$ cat config.mk
export PLATFORM = sky130hd
export DESIGN_NAME = booth_r4_mac_flat
export DESIGN_NICKNAME = d
export VERILOG_FILES = /design/src/rtl/booth_r4_mac_pkg.sv /design/src/rtl/booth_r4_mac_if.sv /design/src/rtl/booth_r4_datapath.sv /design/src/rtl/booth_r4_mac.sv /design/src/flat_wrapper.sv
export SDC_FILE = /design/constraint.sdc
export NUM_CORES = 1
export LEC_CHECK = 0
export CAP_MARGIN = 40
export CORE_MARGIN = 4
export CORE_UTILIZATION = 60
export DETAILED_ROUTE_END_ITERATION = 10
export GPL_TIMING_DRIVEN = 0
export MAX_ROUTING_LAYER = met4
export PLACE_DENSITY = 0.83
export RECOVER_POWER = 50
export SYNTH_ARGS = -nofsm -noshare
export SYNTH_HDL_FRONTEND = slang
export SYNTH_SLANG_ARGS = --single-unit
$ cat constraint.sdc
create_clock -name clk -period 4.9 [get_ports clk]
set_clock_uncertainty 0.2 [all_clocks]
set_input_delay 0.735 -clock clk [delete_from_list [all_inputs] [get_ports clk]]
set_output_delay 0.735 -clock clk [all_outputs]
set_load 0.01 [all_outputs]
$ cat src/rtl/booth_r4_mac_pkg.sv
// Shared types and helpers for the radix-4 Booth MAC: FSM states, Booth digits,
// the triplet recoder and the iteration count.
package mac_pkg;

  typedef enum logic [1:0] {StIdle, StCalc, StAcc, StHold} state_e;

  typedef enum logic [2:0] {DigZero, DigP1, DigP2, DigM1, DigM2} digit_e;

  function automatic int unsigned n_iter(input int unsigned data_width);
    return data_width / 2 + 1;
  endfunction

  // Triplet is {b[2i+1], b[2i], b[2i-1]}
  function automatic digit_e recode(input logic [2:0] triplet);
    digit_e d;
    case (triplet)
      3'b001, 3'b010: d = DigP1;
      3'b011:         d = DigP2;
      3'b100:         d = DigM2;
      3'b101, 3'b110: d = DigM1;
      default:        d = DigZero;
    endcase
    return d;
  endfunction

endpackage

$ cat src/rtl/booth_r4_mac_if.sv
// Operand/result handshake bundle between the operand sequencer, the MAC and the
// result buffer.
interface booth_r4_mac_if #(
  parameter int unsigned DATA_WIDTH = 16,
  parameter int unsigned ACC_WIDTH  = 40
);
  logic                  in_valid;
  logic                  in_ready;
  logic [DATA_WIDTH-1:0] a;
  logic [DATA_WIDTH-1:0] b;
  logic                  signed_mode;
  logic                  acc_clr;
  logic                  out_valid;
  logic                  out_ready;
  logic [ACC_WIDTH-1:0]  acc_out;
  logic                  overflow;
  logic                  busy;

  modport master (
    output in_valid, a, b, signed_mode, acc_clr, out_ready,
    input  in_ready, out_valid, acc_out, overflow, busy
  );

  modport slave (
    input  in_valid, a, b, signed_mode, acc_clr, out_ready,
    output in_ready, out_valid, acc_out, overflow, busy
  );
endinterface

$ cat src/rtl/booth_r4_datapath.sv
// Radix-4 Booth multiplier datapath: operand, partial-product and counter registers.
// One recoded digit is consumed per step; product is valid once the last step retires.
module booth_r4_datapath
  import mac_pkg::*;
#(
  parameter int unsigned DATA_WIDTH = 16
) (
  input  logic                    clk,
  input  logic                    rst_n,
  input  logic                    load,
  input  logic                    step,
  input  logic                    signed_mode,
  input  logic [DATA_WIDTH-1:0]   a,
  input  logic [DATA_WIDTH-1:0]   b,
  output logic [2*DATA_WIDTH-1:0] product,
  output logic                    last
);

  localparam int unsigned ExtW  = DATA_WIDTH + 2;
  localparam int unsigned HighW = DATA_WIDTH + 4;
  localparam int unsigned NIter = n_iter(DATA_WIDTH);
  localparam int unsigned CntW  = $clog2(NIter);

  logic [ExtW-1:0]          m_q;
  logic [ExtW-1:0]          q_q;
  logic                     qm1_q;
  logic signed [HighW-1:0]  h_q;
  logic signed [HighW-1:0]  m_ext;
  logic signed [HighW-1:0]  addend;
  logic signed [HighW-1:0]  h_sum;
  logic [CntW-1:0]          cnt_q;
  digit_e                   digit;

  always_comb begin
    m_ext  = {{2{m_q[ExtW-1]}}, m_q};
    digit  = recode({q_q[1:0], qm1_q});
    addend = '0;
    case (digit)
      DigP1:   addend = m_ext;
      DigP2:   addend = m_ext <<< 1;
      DigM1:   addend = -m_ext;
      DigM2:   addend = -(m_ext <<< 1);
      default: addend = '0;
    endcase
    h_sum = h_q + addend;
  end

  // Extended operands are exact signed values in both modes, so one recoder serves both
  always_ff @(posedge clk or negedge rst_n) begin
    if (!rst_n) begin
      m_q   <= '0;
      q_q   <= '0;
      qm1_q <= 1'b0;
      h_q   <= '0;
      cnt_q <= '0;
    end else if (load) begin
      m_q   <= {{2{signed_mode & a[DATA_WIDTH-1]}}, a};
      q_q   <= {{2{signed_mode & b[DATA_WIDTH-1]}}, b};
      qm1_q <= 1'b0;
      h_q   <= '0;
      cnt_q <= '0;
    end else if (step) begin
      h_q   <= h_sum >>> 2;
      q_q   <= {h_sum[1:0], q_q[ExtW-1:2]};
      qm1_q <= q_q[1];
      cnt_q <= cnt_q + CntW'(1);
    end
  end

  assign product = {h_q[DATA_WIDTH-3:0], q_q};
  assign last    = (cnt_q == CntW'(NIter - 1));

endmodule

$ cat src/rtl/booth_r4_mac.sv
// Sequential radix-4 Booth multiply-accumulate: FSM, handshakes and the
// accumulate/saturate stage around booth_r4_datapath.
module booth_r4_mac
  import mac_pkg::*;
#(
  parameter int unsigned DATA_WIDTH = 16,
  parameter int unsigned ACC_WIDTH  = 40,
  parameter bit          SATURATE   = 1'b1
) (
  input  logic          clk,
  input  logic          rst_n,
  booth_r4_mac_if.slave bus
);

  localparam int unsigned ProdW = 2 * DATA_WIDTH;
  localparam int unsigned SumW  = ACC_WIDTH + 1;
  localparam logic [ACC_WIDTH-1:0] MaxPos = {1'b0, {(ACC_WIDTH-1){1'b1}}};
  localparam logic [ACC_WIDTH-1:0] MinNeg = {1'b1, {(ACC_WIDTH-1){1'b0}}};

  state_e               state_q, state_d;
  logic                 clr_q, sm_q;
  logic [ACC_WIDTH-1:0] acc_q, acc_d;
  logic                 ovf_q, ovf_d;
  logic                 load, step, last;
  logic [ProdW-1:0]     product;
  logic [SumW-1:0]      prod_ext, base, sum;
  logic                 ovf_op;

  booth_r4_datapath #(
    .DATA_WIDTH (DATA_WIDTH)
  ) u_datapath (
    .clk         (clk),
    .rst_n       (rst_n),
    .load        (load),
    .step        (step),
    .signed_mode (bus.signed_mode),
    .a           (bus.a),
    .b           (bus.b),
    .product     (product),
    .last        (last)
  );

  always_comb begin
    state_d = state_q;
    load    = 1'b0;
    step    = 1'b0;
    unique case (state_q)
      StIdle: begin
        if (bus.in_valid) begin
          load    = 1'b1;
          state_d = StCalc;
        end
      end
      StCalc: begin
        step = 1'b1;
        if (last) state_d = StAcc;
      end
      StAcc:  state_d = StHold;
      StHold: if (bus.out_ready) state_d = StIdle;
      default: state_d = StIdle;
    endcase
  end

  // One guard bit above the accumulator exposes signed overflow as a top-bit mismatch
  always_comb begin
    prod_ext = {{(SumW-ProdW){sm_q & product[ProdW-1]}}, product};
    base     = clr_q ? '0 : {acc_q[ACC_WIDTH-1], acc_q};
    sum      = base + prod_ext;
    ovf_op   = sum[SumW-1] ^ sum[SumW-2];
    acc_d    = sum[ACC_WIDTH-1:0];
    if (ovf_op && SATURATE) acc_d = sum[SumW-1] ? MinNeg : MaxPos;
    ovf_d    = (ovf_q & ~clr_q) | ovf_op;
  end

  always_ff @(posedge clk or negedge rst_n) begin
    if (!rst_n) begin
      state_q <= StIdle;
      clr_q   <= 1'b0;
      sm_q    <= 1'b0;
      acc_q   <= '0;
      ovf_q   <= 1'b0;
    end else begin
      state_q <= state_d;
      if (load) begin
        clr_q <= bus.acc_clr;
        sm_q  <= bus.signed_mode;
      end
      if (state_q == StAcc) begin
        acc_q <= acc_d;
        ovf_q <= ovf_d;
      end
    end
  end

  assign bus.in_ready  = (state_q == StIdle);
  assign bus.out_valid = (state_q == StHold);
  assign bus.busy      = (state_q != StIdle);
  assign bus.acc_out   = acc_q;
  assign bus.overflow  = ovf_q;

endmodule

$ cat src/flat_wrapper.sv
// flat-port wrapper written by rule: the top's interface ports become plain ports
module booth_r4_mac_flat import mac_pkg::*;
#(
  parameter int unsigned DATA_WIDTH = 16,
  parameter int unsigned ACC_WIDTH  = 40,
  parameter bit          SATURATE   = 1'b1
)
  (clk, rst_n, bus_in_valid, bus_a, bus_b, bus_signed_mode, bus_acc_clr, bus_out_ready, bus_in_ready, bus_out_valid, bus_acc_out, bus_overflow, bus_busy);
  booth_r4_mac_if #(.DATA_WIDTH(DATA_WIDTH), .ACC_WIDTH(ACC_WIDTH)) bus_i ();
  input  logic clk;
  input  logic rst_n;
  input wire logic [$bits(bus_i.in_valid)-1:0] bus_in_valid;
  input wire logic [$bits(bus_i.a)-1:0] bus_a;
  input wire logic [$bits(bus_i.b)-1:0] bus_b;
  input wire logic [$bits(bus_i.signed_mode)-1:0] bus_signed_mode;
  input wire logic [$bits(bus_i.acc_clr)-1:0] bus_acc_clr;
  input wire logic [$bits(bus_i.out_ready)-1:0] bus_out_ready;
  output wire logic [$bits(bus_i.in_ready)-1:0] bus_in_ready;
  output wire logic [$bits(bus_i.out_valid)-1:0] bus_out_valid;
  output wire logic [$bits(bus_i.acc_out)-1:0] bus_acc_out;
  output wire logic [$bits(bus_i.overflow)-1:0] bus_overflow;
  output wire logic [$bits(bus_i.busy)-1:0] bus_busy;
  assign bus_i.in_valid = bus_in_valid;
  assign bus_i.a = bus_a;
  assign bus_i.b = bus_b;
  assign bus_i.signed_mode = bus_signed_mode;
  assign bus_i.acc_clr = bus_acc_clr;
  assign bus_i.out_ready = bus_out_ready;
  assign bus_in_ready = bus_i.in_ready;
  assign bus_out_valid = bus_i.out_valid;
  assign bus_acc_out = bus_i.acc_out;
  assign bus_overflow = bus_i.overflow;
  assign bus_busy = bus_i.busy;
  booth_r4_mac #(.DATA_WIDTH(DATA_WIDTH), .ACC_WIDTH(ACC_WIDTH), .SATURATE(SATURATE)) u_core (.clk(clk), .rst_n(rst_n), .bus(bus_i));
endmodule
==> flow_summary.ini <==
; yosys + openroad results
[drt]
post_drt_wl_per_cell_um = 18.5
drt_first_pass_iters = 6
wl_met3_mm = 2.29
wl_met2_mm = 11.5
drc = 0
antenna_left = 0
vias = 9122
dr.first_iter.drc_count = 1070

[final_layout]
largestClassByArea = multi-input combinational cells
ff_count = 103
inverters = 71
fillers = 1177
insertedDiodeCount = 0
layout_top_cell = nand2_1
layout.nonclk_buf_share_pct = 10.9
lay_top_cells = 146 x nand2_1, 111 x nor2_1, 103 x a21oi_1, 103 x dfrtp_1, 88 x o21ai_0
nNetsFinal = 1352
nClkBuffers = 9
final_cells = 1435
combGateArea_um2 = 5950
sh_comb_area_pct = 56.8
final-clk-cell-share_pct = 3.01
logic_gate_count = 904

[timing]
setup_viol = 0
relSlewSlack_pct = -70.6
slew_violations = 47
clock.fmax_mhz = 215
tns_ns = 0
min_period_ns = 4.66
hold_viol = 0
rsz0062_at_grt = no

[yosys]
avgSynthCellArea_um2 = 7.89
synthXorXnorAreaFrac_pct = 6.53
ys.flops = 103
ys_cells = 1153
ys_warn_count = 0
ys_seq_share_pct = 28.3
top_cell_area_share_pct = 28.3
async_flop_share_pct = 100
ys_sh_adder_pct = 9.52
enable_flop_cells = 0
yosys-mux-area-fraction_pct = 4.52
top_cells_by_count = 146 x nand2_1, 111 x nor2_1, 103 x a21oi_1, 103 x dfrtp_1, 88 x o21ai_0
topCombFamilyByArea = AND-OR/OR-AND gates
yosysTopAreaCell = dfrtp_1
synth_dominant_cell_count = nand2_1
syn_nets = 1259
syn_inst = 1153
post_synth_ao_oa_area_fraction_pct = 26.3

[pwr]
p_sw_mw = 4.59
finalPower_mw = 8.88
power_frac_clock_pct = 9.0
p_comb_share_pct = 72.9
vdd_drop_max_uv = 439
p_int_mw = 4.29
leakage_nw = 4.72
pwr-share-seq_pct = 18.1

[worst_setup_path]
path_delay_family = AND-OR/OR-AND gates
cp_num_cells = 17
cpPeakStageDelay_ns = 0.54
cpMostUsedCell = clkbuf_1
crit_chain = clkbuf_1, clkbuf_1, nor2_1, ha_1, inv_1, fa_1, nand2b_1, a21oi_1, o21ba_2, a311o_1, o21ai_2, o21ai_2, a41o_1, buf_6, clkbuf_1, a2bb2oi_1, o22ai_1
timing_worst_setup_path_type = reg -> reg
crit_slowest_cell = clkbuf_1
cp_max_fo = 10
crit_buf_inv = 5
worstSetupStartpoint = u_core.clr_q
rr_worst_depth = 17
crit_end = u_core.bus.acc_out[9]
critPathRequiredTime_ns = 4.98
setup.worst_path.end_class = flop
startpoint_type = flop
rrSetupSlack_ns = 0.24
critPathArrivalTime_ns = 4.74

[run]
cap_violations = 2

[placed_design]
dp_hpwl_mm = 19.9
io_buffers = 81
dpl_cell_area_um2 = 10200
dpl_worst_slack_ns = 0.185

[clock_tree]
tritoncts = built
hold_buffers = 0
cts_made_buffers = 9
cts_root_buffer = clkbuf_16
postCtsSetupRepairBufs = 0
cts.repair.resized = 0
insertion_delay_ns = 0.37
clk_path_buf_depth = 2
cts_sinks = 103

[grt]
grt_pass1_vias = 8310
antenna_found_initial = 0
met1_usage_pct = 43.2
grt_pass1_wl_mm = 42.6
grt.overflow.total = 0
grtUsageMet3_pct = 4.93
grt.busiest_layer = met2

[min_path]
worstHoldStart = u_core.sm_q
hp-class = reg -> reg
timing.hold.worst_endpoint = u_core.sm_q
min_path_cells = 2

[run_status]
violations = capacitance limit, slew limit
status = finished with violations

[floorplanning]
taps = 184
rows = 44
die-area_um2 = 17200
fp.dieW_um = 131
## state kept, by name (all words and copies together) (netlist names)
signal                   count
u_core.bus.acc_out          40
u_core.bus.overflow          1
u_core.clr_q                 1
u_core.sm_q                  1
u_core.state_q               2
u_core.u_datapath.cnt_q      4
u_core.u_datapath.h_q       18
u_core.u_datapath.m_q       17
u_core.u_datapath.q_q       18
u_core.u_datapath.qm1_q      1
## power by group through the flow
| stage | sequential [mW] | combinational (mW) | clock [mW] |
|---|---|---|---|
| after detailed placement | 1.61 | 6.28 | 0 |
| after global routing | 1.64 | 7.10 | 0.831 |
| after CTS | 1.60 | 6.34 | 0.800 |
| final | 1.61 | 6.47 | 0.800 |
| after floorplan | 1.56 | 4.65 | 0 |
| after global placement | 1.60 | 6.12 | 0 |
### Routing congestion map

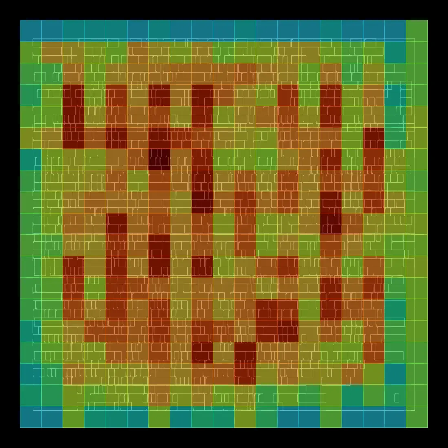
met2 Track Usage GR: 46.0%
global-route total usage across every layer: 30.8%
final core utilization: 71.3%

### Sequential cells colored by netlist name

Bar = 50 µm. Other sequential cells in the stronger gray, the rest of the logic in the fainter gray.
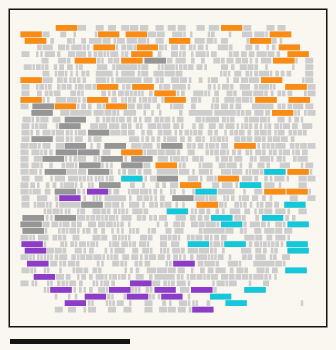
purple -> `u_core.u_datapath.m_q`  # flops 17
orange -> `u_core.bus.acc_out`  # flops 40
cyan -> `u_core.u_datapath.h_q`  # flops 18
sequential cell area: 2580 µm²
Flop+latch power: 1.61 mW
sequential cell area share: 24.6%

### Logic cells by family

Bar = 50 µm.
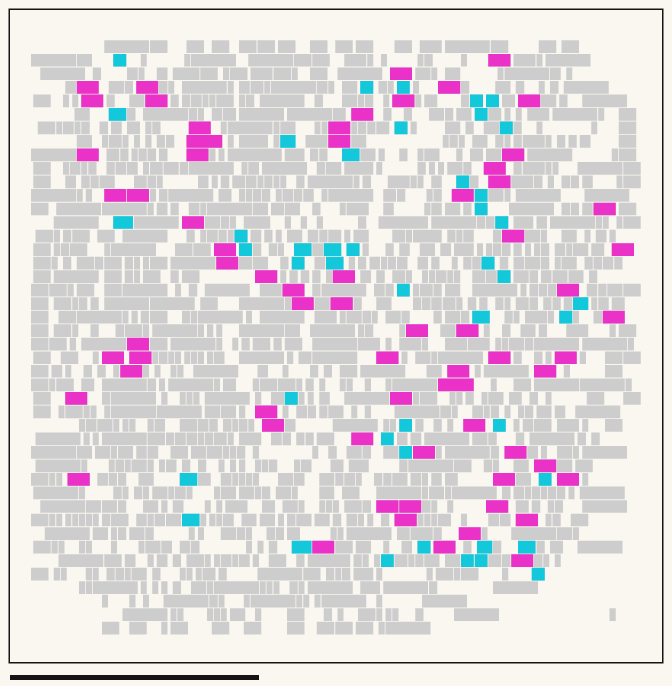
magenta -> fa/ha/maj cells  # cells 68, most used ha_1, where all over the die
cyan -> non-inverting ao/oa cells  # cells 45, most used a21o_1

### Placement by cell class

Bar = 50 µm.
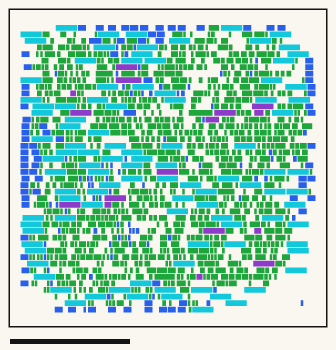
green -> remaining logic cells  # cells 975, share of their area 61%
cyan -> registers  # cells 103, share of their area 25%
purple -> clock drivers and dummy loads  # cells 16, share of their area 3.1%
blue -> remaining buffers and delay cells  # cells 157, share of their area 11%

### Drive-strength map

Bar = 50 µm.
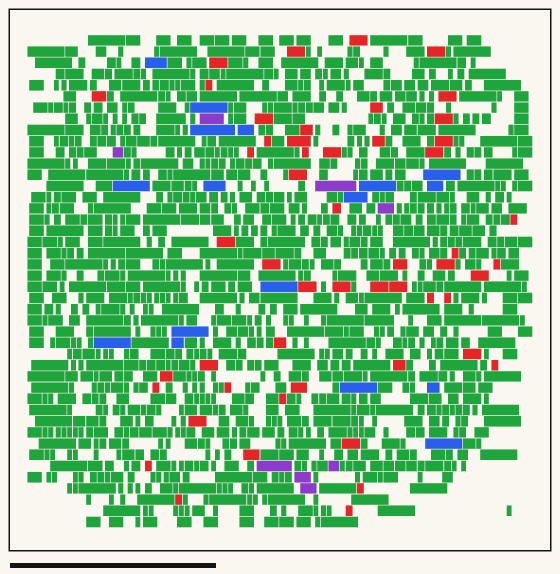
purple -> x3 and x4  # cells 8
red -> x2  # cells 52
blue -> x6 and larger  # cells 17
green -> x1 and smaller  # cells 1174
post-route cell area: 10500 µm²
Area Overhead vs Synth: 15.2%
post-route setup slack: 0.241 ns
count of non-CTS buffers in the layout: 157

No activity file was given, so power comes from the tool's default toggle rates.
